## config.mk

```make
export PLATFORM = sky130hd
export DESIGN_NAME = hex_scan_ctrl
export DESIGN_NICKNAME = d
export VERILOG_FILES = /design/src/rtl/hex_scan_ctrl_pkg.sv /design/src/rtl/seg7_decode.sv /design/src/rtl/hex_scan_ctrl.sv
export SDC_FILE = /design/constraint.sdc
export NUM_CORES = 1
export LEC_CHECK = 0
export ABC_AREA = 1
export ABC_CLOCK_PERIOD_IN_PS = 7000
export CAP_MARGIN = 20
export CORE_UTILIZATION = 45
export CTS_CLUSTER_DIAMETER = 100
export DETAILED_ROUTE_END_ITERATION = 8
export HOLD_SLACK_MARGIN = 0.12
export PLACE_DENSITY = 0.66
export SLEW_MARGIN = 20
export SYNTH_ARGS = -nofsm -noshare
export SYNTH_HDL_FRONTEND = slang
export SYNTH_SLANG_ARGS = --single-unit
```

## constraint.sdc

```tcl
create_clock -name clk -period 7 [get_ports clk]
set_input_delay 0.7 -clock clk [delete_from_list [all_inputs] [get_ports clk]]
set_output_delay 0.7 -clock clk [all_outputs]
set_load 0.05 [all_outputs]
```

## src/rtl/hex_scan_ctrl_pkg.sv

```systemverilog
// rtl/hex_scan_ctrl_pkg.sv - shared constants, segment table and FSM states for hex_scan_ctrl
package hex_scan_ctrl_pkg;

   localparam int DIGITS = 8;

   localparam logic [6:0] BLANK = 7'h7F;

   // Active-low codes for nibble values 0..F, bit6=g .. bit0=a
   localparam logic [6:0] SEG_TABLE [16] = '{
      7'h40, 7'h79, 7'h24, 7'h30, 7'h19, 7'h12, 7'h02, 7'h78,
      7'h00, 7'h10, 7'h08, 7'h03, 7'h46, 7'h21, 7'h06, 7'h0E
   };

   typedef enum logic [1:0] {
      IDLE,
      CONV,
      COMMIT,
      HOLD
   } state_t;

endpackage

```

## src/rtl/seg7_decode.sv

```systemverilog
// rtl/seg7_decode.sv - combinational nibble to active-low 7-segment code
module seg7_decode
   import hex_scan_ctrl_pkg::*;
(
   input  logic [3:0] nibble,
   output logic [6:0] seg
);

   assign seg = SEG_TABLE[nibble];

endmodule

```

## src/rtl/hex_scan_ctrl.sv

```systemverilog
// rtl/hex_scan_ctrl.sv - 8-digit hex display controller, one shared decoder scanned over digits
module hex_scan_ctrl
   import hex_scan_ctrl_pkg::*;
#(
   parameter int HOLD_CYCLES = 50000000,
   parameter bit BLANK_LZ    = 1'b1
)
(
   input  logic        clk,
   input  logic        rst,
   input  logic        in_valid,
   output logic        in_ready,
   input  logic [31:0] in_data,
   output logic [6:0]  hex0,
   output logic [6:0]  hex1,
   output logic [6:0]  hex2,
   output logic [6:0]  hex3,
   output logic [6:0]  hex4,
   output logic [6:0]  hex5,
   output logic [6:0]  hex6,
   output logic [6:0]  hex7,
   output logic        busy,
   output logic        done
);

   localparam int CW = (HOLD_CYCLES > 1) ? $clog2(HOLD_CYCLES) : 1;
   localparam logic [CW-1:0] HOLD_LAST = CW'((HOLD_CYCLES > 0) ? HOLD_CYCLES - 1 : 0);

   state_t          state;
   state_t          state_nx;
   logic [2:0]      idx;
   logic [31:0]     data;
   logic            lz;
   logic [CW-1:0]   hold_cnt;
   logic [6:0]      shadow [DIGITS];
   logic [6:0]      disp   [DIGITS];
   logic [3:0]      nib;
   logic [6:0]      seg;

   assign nib = data[{idx, 2'b00} +: 4];

   seg7_decode u_dec (
      .nibble (nib),
      .seg    (seg)
   );

   always_ff @(posedge clk) begin
      if (rst) state <= IDLE;
      else     state <= state_nx;
   end

   always_comb begin
      state_nx = state;
      in_ready = 1'b0;
      busy     = 1'b0;
      case (state)
         IDLE: begin
            in_ready = !rst;
            if (in_valid) state_nx = CONV;
         end
         CONV: begin
            busy = !rst;
            if (idx == 3'd0) state_nx = COMMIT;
         end
         COMMIT: begin
            busy     = !rst;
            state_nx = (HOLD_CYCLES == 0) ? IDLE : HOLD;
         end
         HOLD: begin
            busy = !rst;
            if (hold_cnt == HOLD_LAST) state_nx = IDLE;
         end
         default: state_nx = IDLE;
      endcase
   end

   // lz stays set while every nibble scanned so far (from the top) was zero
   always_ff @(posedge clk) begin
      if (rst) begin
         idx      <= 3'd0;
         data     <= 32'd0;
         lz       <= 1'b0;
         hold_cnt <= '0;
         done     <= 1'b0;
         for (int i = 0; i < DIGITS; i++) begin
            shadow[i] <= BLANK;
            disp[i]   <= BLANK;
         end
      end else begin
         done <= 1'b0;
         case (state)
            IDLE: begin
               if (in_valid) begin
                  data <= in_data;
                  idx  <= 3'd7;
                  lz   <= 1'b1;
               end
            end
            CONV: begin
               if (BLANK_LZ && lz && nib == 4'd0 && idx != 3'd0) shadow[idx] <= BLANK;
               else                                               shadow[idx] <= seg;
               if (nib != 4'd0) lz <= 1'b0;
               idx <= idx - 3'd1;
            end
            COMMIT: begin
               for (int i = 0; i < DIGITS; i++) disp[i] <= shadow[i];
               done     <= 1'b1;
               hold_cnt <= '0;
            end
            HOLD: begin
               hold_cnt <= (hold_cnt == HOLD_LAST) ? '0 : hold_cnt + 1'b1;
            end
            default: ;
         endcase
      end
   end

   assign hex0 = disp[0];
   assign hex1 = disp[1];
   assign hex2 = disp[2];
   assign hex3 = disp[3];
   assign hex4 = disp[4];
   assign hex5 = disp[5];
   assign hex6 = disp[6];
   assign hex7 = disp[7];

endmodule

```

congestion_map.png
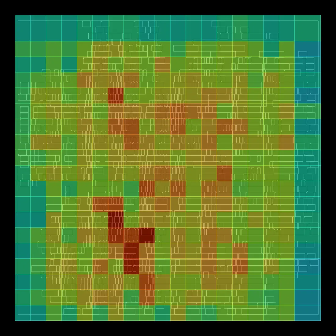
M3 GR Usage: 4.40%
grt met1 use: 25.4%

port_trees.png
The bar under the picture is 50 um long.
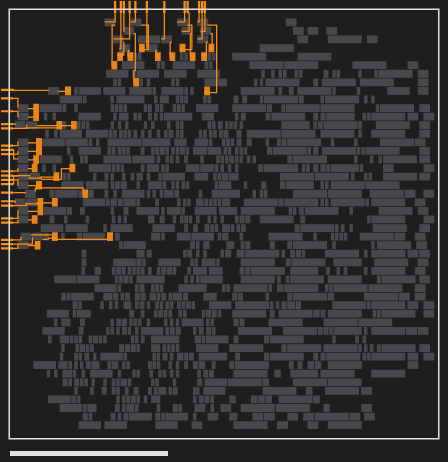
Key: in_data = orange [bits 32, direction input, edge 20 left, 12 top, end cells 32, wire 444 um]
# IOs: 94
# port buffers: 93

==> results.sh <==
# physical design summary
export IMPL_die_x_um=136
export IMPL_clk_pin_slew_worst_paths_ns=0.06
export IMPL_drive_gt1_share_pct=7.11
export IMPL_whs_path_depth=2
export IMPL_status="finished, final reports clean"
export IMPL_netlist_area_leader_share_pct=41.7
export IMPL_critPathCaptureType="register"
export IMPL_fill_cells=1616
export IMPL_ir_worst_vdd_mv=0.244
export IMPL_period_needed_ns=3.04
export IMPL_hold_ws_ns=0.461
export IMPL_p_switching_uw=1160
export IMPL_core_area_um2=17400
export IMPL_hold_path_class="register to register"
export IMPL_diodes=0
export IMPL_leakage_uw=0.00367
export IMPL_p_total_uw=3140
export IMPL_setup_viol_count_final=0
export IMPL_grt_first_pass_wirelength_um=26300
export IMPL_hpwlAfterDp_um=10700
export IMPL_clock_sinks=177
export IMPL_post_cts_setup_buffers=0
export IMPL_regArea_um2=4660
export IMPL_grt_usage_pct=18.2
export IMPL_fp_dieH_um=136
export IMPL_fin_skew_ns=0.0164
export IMPL_drtIter0Drc=407
export IMPL_grt_pass1_vias=5402
export IMPL_gp_congestion=0.856
export IMPL_cts_root_buffer="clkbuf_16"
export IMPL_p_seq_share_pct=40.2
export IMPL_synthArstFlopShare_pct=0
export IMPL_hold_violations=0
export IMPL_antenna_left=0
export IMPL_grt_max_degree=57
export IMPL_cts_buffers=17
export IMPL_worstPathMaxFanout=56
export IMPL_top_cells_by_area="edfxtp_1 42%, dfxtp_1 16%, nand2_1 11%"
export IMPL_top_area_cell="edfxtp_1"
export IMPL_floorplan_core_util_pct=46.3
export IMPL_synth_area_per_cell_um2=8.77
export IMPL_comb_power_share_pct=30.5
export IMPL_fin_nets=1050
==> layout by cell type (no fill, tap or decap), drive strengths merged <==
cell           Yosys  final
nor3               8      8
a21o               1      1
xor2               7      7
edfxtp           112    112
o211ai             1      1
clkinvlp           0      2
nor2             119    119
nand3b             1      1
clkinv             0      6
a21oi             34     34
a211oi             1      1
dfxtp             65     65
nand3             90     90
clkdlybuf4s50      0     93
buf               15      5
bufinv             0      2
o21bai             1      1
clkbuf            20     19
nor3b              1      1
nand2            250    250
o21ai             42     42
xnor2              1      1
a311oi             1      1
inv              113    115
or2               17     17
a31oi              1      1
ha                14     14
nand4              4      4
==> critical path: stages (launching register included) <==
cell and delay (ns):
dfxtp_1 0.56, inv_2 0.41, nand2_1 0.10, nand2_1 0.07, nand2_1 0.05, nand2_1 0.06, nand2_1 0.06, nand2_1 0.17
inv_1 0.12, ha_1 0.22, nand2_1 0.06, inv_1 0.04, nand2_2 0.07, nor2_4 0.04, a21oi_4 0.10, buf_4 0.47
nand3_1 0.15
==> power by group through the flow <==
stage | Clock, uW | Combinational [uW] | Sequential, uW
floorplan | 0 | 741 | 1260
global placement | 0 | 958 | 1280
detailed placement | 0 | 963 | 1280
CTS | 936 | 967 | 1260
global route | 979 | 1090 | 1270
finish | 919 | 957 | 1260
==> kinds of logic after synthesis <==
group | synth area share (%)
xor+xnor | 0.869
buf+inv | 7.68
flops | 57.9
simple gates | 25.9
compound gates | 5.46
fa+ha+maj | 2.17
==> flip-flops by register name, indices dropped and copies added, names as in the netlist <==
register  flops
state         2
lz            1
disp         56
done          1
data         32
shadow       56
hold_cnt     26
idx           3
==> routing by layer <==
layer / track usage, % / part of all wire [%] / up-vias
met2: 28.0 / 47 / 128
met4: 5.62 / 0.97 / 0
met3: 4.40 / 4.2 / 12
li1: - / - / 3111
met1: 25.4 / 48 / 2660
met5: 0 / 0 / -
==> worst max-delay path by stage <==
stage                   startpoint                         end  slack [ns]  cells past startpoint
6_report       idx[0]$_SDFFE_PP0P_  shadow[5][0]$_SDFFCE_PN1P_        3.96                     16
5_1_grt        idx[0]$_SDFFE_PP0P_  shadow[7][5]$_SDFFCE_PN1P_        3.57                     16
4_1_cts        idx[0]$_SDFFE_PP0P_  shadow[5][0]$_SDFFCE_PN1P_        3.96                     16
3_5_place_dp                   rst                    in_ready        3.97                      4
3_3_place_gp              in_valid         idx[2]$_SDFFE_PP0P_        3.79                      6
2_1_floorplan                  rst    disp[0][0]$_SDFFCE_PN1P_        4.11                      4
==> cell type report <==
type,instances,area share [%]
Clock buffer,19,4.47
Inverter,113,4.38
Timing Repair Buffer,98,9.99
Multi-Input combinational cell,594,28.7
Clock inverter,12,1.41
Tap cell,225,2.90
Sequential cell,177,48.1
==> metrics by stage <==
step | setup WS [ns] | cells
3_5_place_dp | 3.97 | 1207
3_3_place_gp | 3.79 | 1207
4_1_cts | 3.96 | 1238
5_1_grt | 3.57 | 1238
6_report | 3.96 | 1238
2_1_floorplan | 4.11 | 919
Power and IR drop assume default switching activity.
